==> src/rtl/lsu_busmst_pkg.sv <==
// Shared definitions for the load/store bus initiator: FSM states, access size
// codes, the CLINT address base and the request legality check.
package lsu_busmst_pkg;

    typedef enum logic [1:0] {
        ST_IDLE = 2'd0,
        ST_RD   = 2'd1,
        ST_CAP  = 2'd2,
        ST_WR   = 2'd3
    } lsu_state_e;

    localparam logic [1:0] SZ_B = 2'd0;
    localparam logic [1:0] SZ_H = 2'd1;
    localparam logic [1:0] SZ_W = 2'd2;

    // Top address byte of the CLINT window; the initiator itself does not decode it.
    localparam logic [7:0] CLINT_BASE = 8'h02;

    function automatic logic req_bad(input logic [1:0] size, input logic [1:0] ofs);
        return (size == 2'd3) ||
               (size == SZ_H && ofs[0]) ||
               (size == SZ_W && ofs != 2'b00);
    endfunction

endpackage

==> src/rtl/lsu_busmst_lane.sv <==
// Byte/half lane logic: load extraction with sign/zero extension and the
// store merge used by read-modify-write.
module lsu_lane
    import lsu_busmst_pkg::*;
(
    input  logic [31:0] rword,
    input  logic [1:0]  ofs,
    input  logic [1:0]  size,
    input  logic        uns,
    input  logic [31:0] wdata,
    output logic [31:0] ldata,
    output logic [31:0] mdata
);

    logic [7:0]  lane_b;
    logic [15:0] lane_h;

    always_comb begin
        lane_b = rword[{ofs, 3'b000} +: 8];
        lane_h = ofs[1] ? rword[31:16] : rword[15:0];

        ldata = rword;
        mdata = rword;
        case (size)
            SZ_B: begin
                ldata = {{24{~uns & lane_b[7]}}, lane_b};
                mdata[{ofs, 3'b000} +: 8] = wdata[7:0];
            end
            SZ_H: begin
                ldata = {{16{~uns & lane_h[15]}}, lane_h};
                mdata[{ofs[1], 4'b0000} +: 16] = wdata[15:0];
            end
            default: ;
        endcase
    end

endmodule

==> src/rtl/lsu_busmst.sv <==
// Load/store bus initiator: single-beat lr_sram transactions with alignment
// checking, sub-word load extraction and read-modify-write sub-word stores.
module lsu_busmst
    import lsu_busmst_pkg::*;
(
    input  logic        clk,
    input  logic        cpurst,
    input  logic        req_valid,
    output logic        req_ready,
    input  logic        req_we,
    input  logic [1:0]  req_size,
    input  logic        req_unsigned,
    input  logic [31:0] req_addr,
    input  logic [31:0] req_wdata,
    input  logic [4:0]  req_rd,
    output logic        rsp_valid,
    output logic [31:0] rsp_rdata,
    output logic [4:0]  rsp_rd,
    output logic        rsp_err,
    output logic        lr_sram_cs,
    output logic        lr_sram_we,
    output logic [31:0] lr_sram_addr,
    output logic [31:0] lr_sram_wdata,
    input  logic [31:0] sram_rdat,
    input  logic [31:0] clint_rdat,
    input  logic        clint_cs_ff
);

    lsu_state_e  state, state_nxt;

    logic        q_we;
    logic [1:0]  q_size;
    logic        q_uns;
    logic [1:0]  q_ofs;
    logic [31:0] q_wdata;
    logic [4:0]  q_rd;

    logic        cs_nxt, we_nxt, rsp_valid_nxt, rsp_err_nxt;
    logic [31:0] addr_nxt, wdata_nxt, rsp_rdata_nxt;
    logic [4:0]  rsp_rd_nxt;

    logic [31:0] rword, ldata, mdata;
    logic        accept;

    assign req_ready = (state == ST_IDLE);
    assign accept    = req_valid && req_ready;
    assign rword     = clint_cs_ff ? clint_rdat : sram_rdat;

    lsu_lane u_lane (
        .rword (rword),
        .ofs   (q_ofs),
        .size  (q_size),
        .uns   (q_uns),
        .wdata (q_wdata),
        .ldata (ldata),
        .mdata (mdata)
    );

    always_comb begin
        state_nxt     = state;
        cs_nxt        = 1'b0;
        we_nxt        = 1'b0;
        addr_nxt      = lr_sram_addr;
        wdata_nxt     = lr_sram_wdata;
        rsp_valid_nxt = 1'b0;
        rsp_err_nxt   = 1'b0;
        rsp_rdata_nxt = '0;
        rsp_rd_nxt    = rsp_rd;

        case (state)
            ST_IDLE: begin
                if (accept) begin
                    if (req_bad(req_size, req_addr[1:0])) begin
                        rsp_valid_nxt = 1'b1;
                        rsp_err_nxt   = 1'b1;
                        rsp_rd_nxt    = req_rd;
                    end else begin
                        cs_nxt   = 1'b1;
                        addr_nxt = {req_addr[31:2], 2'b00};
                        if (req_we && req_size == SZ_W) begin
                            we_nxt    = 1'b1;
                            wdata_nxt = req_wdata;
                            state_nxt = ST_WR;
                        end else begin
                            state_nxt = ST_RD;
                        end
                    end
                end
            end
            ST_RD: state_nxt = ST_CAP;
            ST_CAP: begin
                // Only sub-word stores pass through RD/CAP with q_we set.
                if (q_we) begin
                    cs_nxt    = 1'b1;
                    we_nxt    = 1'b1;
                    wdata_nxt = mdata;
                    state_nxt = ST_WR;
                end else begin
                    rsp_valid_nxt = 1'b1;
                    rsp_rdata_nxt = ldata;
                    rsp_rd_nxt    = q_rd;
                    state_nxt     = ST_IDLE;
                end
            end
            ST_WR: begin
                rsp_valid_nxt = 1'b1;
                rsp_rd_nxt    = q_rd;
                state_nxt     = ST_IDLE;
            end
            default: state_nxt = ST_IDLE;
        endcase
    end

    always_ff @(posedge clk or posedge cpurst) begin
        if (cpurst) begin
            state         <= ST_IDLE;
            lr_sram_cs    <= 1'b0;
            lr_sram_we    <= 1'b0;
            lr_sram_addr  <= '0;
            lr_sram_wdata <= '0;
            rsp_valid     <= 1'b0;
            rsp_err       <= 1'b0;
            rsp_rdata     <= '0;
            rsp_rd        <= '0;
        end else begin
            state         <= state_nxt;
            lr_sram_cs    <= cs_nxt;
            lr_sram_we    <= we_nxt;
            lr_sram_addr  <= addr_nxt;
            lr_sram_wdata <= wdata_nxt;
            rsp_valid     <= rsp_valid_nxt;
            rsp_err       <= rsp_err_nxt;
            rsp_rdata     <= rsp_rdata_nxt;
            rsp_rd        <= rsp_rd_nxt;
        end
    end

    always_ff @(posedge clk or posedge cpurst) begin
        if (cpurst) begin
            q_we    <= 1'b0;
            q_size  <= SZ_W;
            q_uns   <= 1'b0;
            q_ofs   <= '0;
            q_wdata <= '0;
            q_rd    <= '0;
        end else if (accept) begin
            q_we    <= req_we;
            q_size  <= req_size;
            q_uns   <= req_unsigned;
            q_ofs   <= req_addr[1:0];
            q_wdata <= req_wdata;
            q_rd    <= req_rd;
        end
    end

endmodule

==> config.mk <==
export PLATFORM = sky130hd
export DESIGN_NAME = lsu_busmst
export DESIGN_NICKNAME = d
export VERILOG_FILES = /design/src/rtl/lsu_busmst_pkg.sv /design/src/rtl/lsu_busmst_lane.sv /design/src/rtl/lsu_busmst.sv
export SDC_FILE = /design/constraint.sdc
export NUM_CORES = 1
export LEC_CHECK = 0
export CAP_MARGIN = 20
export CELL_PAD_IN_SITES_DETAIL_PLACEMENT = 0
export CELL_PAD_IN_SITES_GLOBAL_PLACEMENT = 1
export CORE_ASPECT_RATIO = 1.1
export CORE_MARGIN = 5
export CORE_UTILIZATION = 40
export DETAILED_ROUTE_END_ITERATION = 8
export DONT_BUFFER_PORTS = 1
export PLACE_DENSITY_LB_ADDON = 0.1
export SLEW_MARGIN = 30
export SYNTH_ARGS = -nofsm -noshare
export SYNTH_HDL_FRONTEND = slang
export SYNTH_SLANG_ARGS = --single-unit
==> constraint.sdc <==
create_clock -name clk -period 8.6 [get_ports clk]
set_input_delay 2.15 -clock clk [delete_from_list [all_inputs] [get_ports clk]]
set_output_delay 2.15 -clock clk [all_outputs]
set_load 0.01 [all_outputs]
Figure 1. Metal 3 (run 1).
Drawn at 3 px/micron.
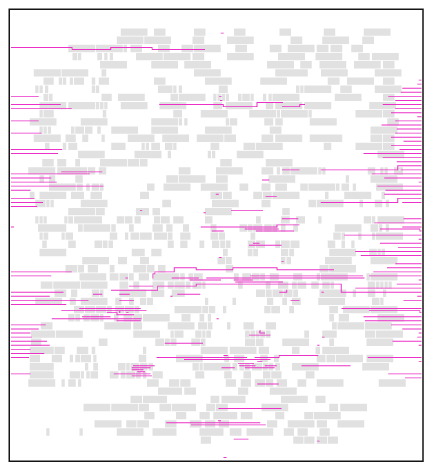
main direction: horizontal
nets with wire on the layer: 144
Total Wirelength: 22450 microns
via count: 5376
met3 Usage GRT: 7.320%

Figure 2. Signal wires on met4 (run 1).
Drawn at 2 px/micron. Supply wires on this layer in gray.
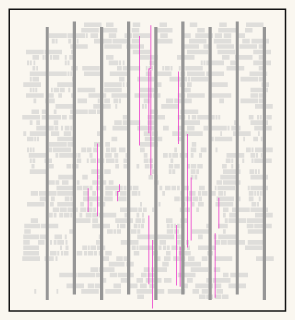
longest straight run: 56.4 microns
wire length on this layer: 506 microns

Figure 3. Close-up of the layout (run 1).
Region (78, 88) to (128, 138) microns. Cells in gray, sequential cells in the stronger gray; small squares are vias.
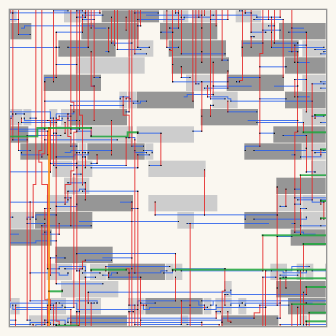
[met1] blue
[met2] red
[met4] orange
[met3] green
most frequent: dfrtp_1 (32), mux2_2 (20)
cells with their middle in the window: 88
sequential cells in the window: 32
netlist names of flops here include: lr_sram_addr (18), lr_sram_wdata (8), q_wdata (5)

Figure 4. I/O pins on the die edge (run 1).
Drawn at 2 px/micron. Pins as bars across the die edge, other pins in gray.
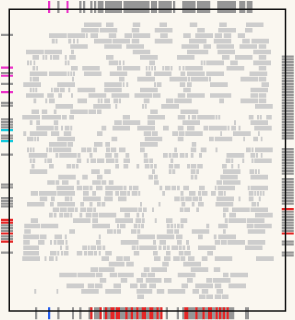
[clint_rdat] red | pins: 32 | direction: input | edge: 26 bottom, 4 left, 2 right
[clint_cs_ff] blue | pins: 1 | direction: input | edge: bottom
[req_rd] magenta | pins: 5 | direction: input | edge: 3 left, 2 top
[req_size] cyan | pins: 2 | direction: input | edge: left
all pins by edge: 75 bottom, 74 top, 65 right, 33 left
die height: 150.2 microns
number of port buffers: 0
Die W: 137.4 microns

==> flow_metrics.py, run 1 <==
# Physical implementation metrics
metrics = {
    "status": {
        "status": "finished clean",
    },
    "synthesis": {
        "ys_warn_count": 0,
        "aoi_share_pct": 17.33,
        "simple_gate_area_share_pct": 11.19,
        "synth.area.top_cells": "dfrtp_1, mux2_2, mux2i_1, mux4_2, nand2_1",
        "logic_family": "multiplexers",
        "yosysMostFrequentCell": "dfrtp_1",
        "ys_async_sr_fraction_pct": 100.0,
        "ys.flop_type": "dfrtp_1",
    },
    "critical_path": {
        "path_class": "reg2out",
        "critical_path_peak_fanout": 11,
        "slowest_delay_ns": 0.55,
        "cp-start-kind": "flop",
    },
    "timing": {
        "setup_viol": 0,
        "fin_ws_ns": 5.153,
    },
    "layout": {
        "final_cell_mix": "dfrtp_1, nand2_1, mux2_2",
        "fin_util_pct": 44.74,
        "logic_area_sq_mm": 0.003575,
        "stdcell_area_sq_mm": 0.007880,
        "combAreaFraction_pct": 45.36,
        "nNetsFinal": 786,
        "clock_cell_area_share_pct": 7.701,
    },
    "power": {
        "power_frac_clock_pct": 23.6,
        "combPwrFrac_pct": 36.1,
        "ir_drop_mv": 0.2705,
        "p_int_mw": 1.830,
    },
    "floorplan": {
        "initial_core_util_pct": 40.57,
        "core-area_sq_mm": 0.01761,
        "tap_cells": 238,
    },
    "grt": {
        "grt_pass1_vias": 5386,
    },
    "min_path": {
        "holdCritPathClass": "reg2reg",
    },
    "placement": {
        "placed_area_sq_mm": 0.007268,
    },
    "clock_tree": {
        "cts_tree": "built",
    },
}
[run 1: worst paths after layout]
path / slack [ns] / to / cells after the start / start
worst max register to register: 5.80 / rsp_rdata[19] / 4 / state[1]
worst min-delay path: 0.48 / q_rd[3] / 2 / q_rd[3]
worst min register to register: 0.48 / q_rd[3] / 2 / q_rd[3]
worst max-delay path: 5.15 / req_ready / 1 / state[1]
max in group asynchronous: 5.70 / rsp_rd[3] / 2 / cpurst
min in group asynchronous: 1.73 / lr_sram_wdata[26] / 1 / cpurst
[run 1: layer usage]
metal	GRT usage [%]	part of all wire, %	vias up
li1	-	-	2418
met1	26.64	39	2689
met2	34.62	50	236
met3	7.320	9.1	33
met4	7.186	2.3	0
met5	0	0	-
Figure 5. Clock wiring as the flow saved it (run 1).
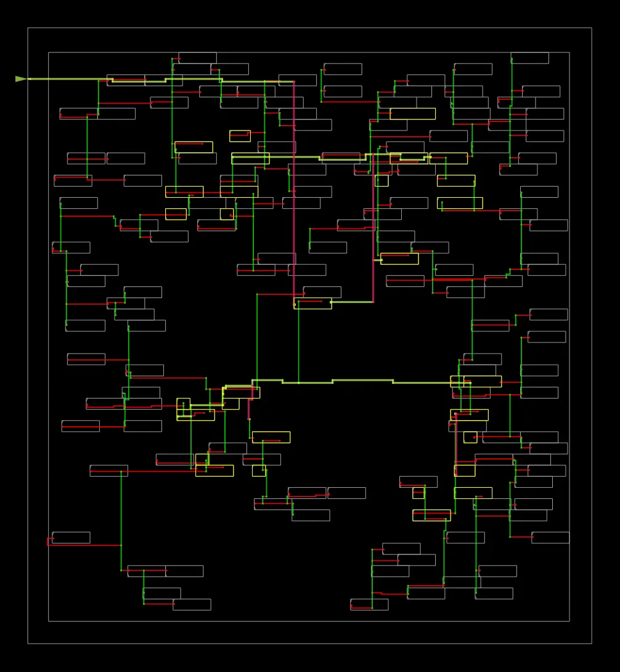

==> inputs of run 2 (changes only) <==
Clock period 8.6 ns to 3.58 ns, I/O delays scaled along.
Figure 6. Clock wiring as the flow saved it (run 2).
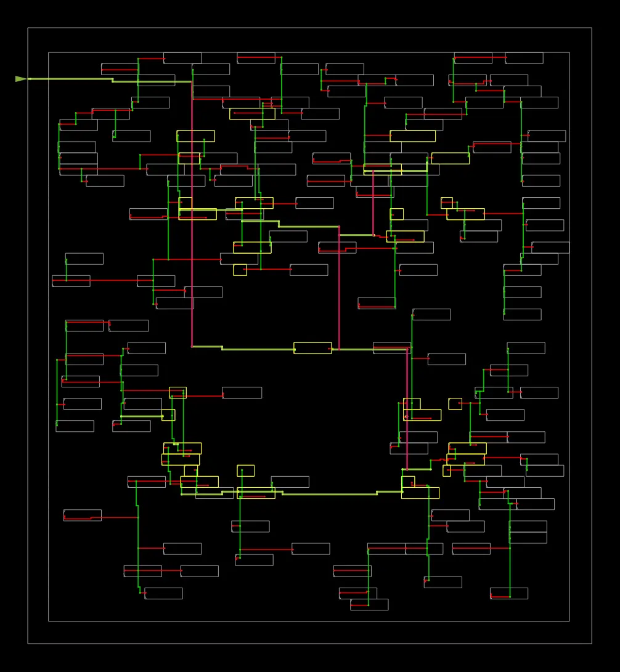
worst clock skew: 0.008487 ns
clock latency on the worst-skew pair: 0.42 ns
clkbuf count: 18
Flops: 132

Figure 7. Close-up of the layout (run 2).
Region (78, 88) to (128, 138) microns. Cells in gray, sequential cells in the stronger gray; small squares are vias.
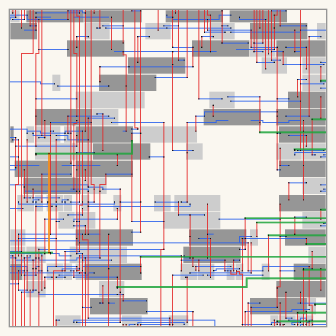

==> run 2 against run 1 <==
Against the previous run:
- core utilization grew 0.49 points
- non-clock buffer count rose by 9
- clock power up 140%
- worst setup slack worse by 4.6 ns
- count of clock-buffer cells in the layout is 2 lower
- register-to-register slack got worse by 5.2 ns
- synthesized cell count stayed put
- wire length up 2.3%
==> flow_metrics.py, run 2 <==
# Physical implementation metrics
metrics = {
    "status": {
        "status": "finished clean",
    },
    "layout": {
        "final_cell_mix": "dfrtp_1, nand2_1, mux2_2",
        "fin_util_pct": 45.23,
        "nNetsFinal": 795,
    },
    "critical_path": {
        "timing.rr.end": "lr_sram_wdata[29]",
        "endpoint": "lr_sram_wdata[29]",
        "cp-start-kind": "flop",
        "path_class": "reg2reg",
        "slowest_delay_ns": 0.67,
        "cp.depth": 6,
        "critical_path_peak_fanout": 20,
        "r2r_start": "q_ofs[1]",
        "ff2ff_setup_slack_ns": 0.55,
        "crit_family": "simple AND/OR/NAND/NOR gates",
        "r2r_cells": 6,
    },
    "floorplan": {
        "rows": 51,
        "die_height_microns": 150.2,
        "die_w_microns": 137.4,
    },
    "clock_tree": {
        "cts_tree": "built",
        "htree_levels": 4,
        "cts_root_buf": "clkbuf_16",
    },
    "synthesis": {
        "ys_warn_count": 0,
        "ys.flop_type": "dfrtp_1",
        "synth.area.top_cells": "dfrtp_1, mux2_2, mux2i_1, mux4_2, nand2_1",
        "common_cells": "dfrtp_1, nand2_1, mux2_2",
        "yosysMostFrequentCell": "dfrtp_1",
        "simple_gate_area_share_pct": 11.19,
        "ys_async_sr_fraction_pct": 100.0,
        "aoi_share_pct": 17.33,
        "adder_share_pct": 0.8755,
    },
    "timing": {
        "fin_ws_ns": 0.5518,
        "setup_viol": 0,
    },
    "routing": {
        "routedWlPerCell_microns": 25.52,
    },
    "min_path": {
        "holdCritPathClass": "in2async",
    },
    "placement": {
        "placed_area_sq_mm": 0.007360,
        "portBuffers": 0,
    },
    "grt": {
        "grt_pass1_vias": 5556,
    },
    "power": {
        "ir_drop_mv": 0.4536,
    },
}
Figure 8. Metal 3 (run 2).
Drawn at 3 px/micron.
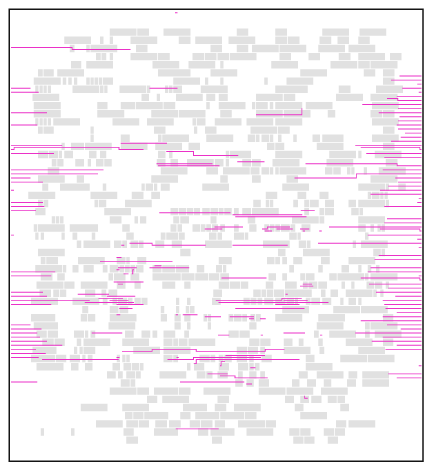
via count: 5444
Total Wirelength: 22970 microns
met3 Usage GRT: 7.353%

-- run 2: layer usage --
layer | part of all wire, % | GRT usage [%] | vias up
met5 | 0 | 0 | -
met4 | 1.9 | 6.637 | 0
met3 | 8.9 | 7.353 | 32
met2 | 49 | 35.82 | 237
met1 | 40 | 27.72 | 2730
li1 | - | - | 2445
-- run 2: layout make-up --
| type | instances | area, sq um |
|---|---|---|
| Clock inverter | 14 | 167.7 |
| Timing Repair Buffer | 17 | 152.6 |
| Sequential cell | 132 | 3306 |
| Inverter | 8 | 33.78 |
| Clock buffer | 18 | 439.2 |
| Multi-Input combinational cell | 473 | 3570 |
| Tap cell | 238 | 297.8 |
| Fill cell | 1667 | 9646 |
-- run 2: power by group --
part	switching (mW)	internal (mW)
logic	1.56	1.16
clock network	0.718	1.07
registers	0.978	2.18
total	3.26	4.41
Power and IR drop assume default switching activity.
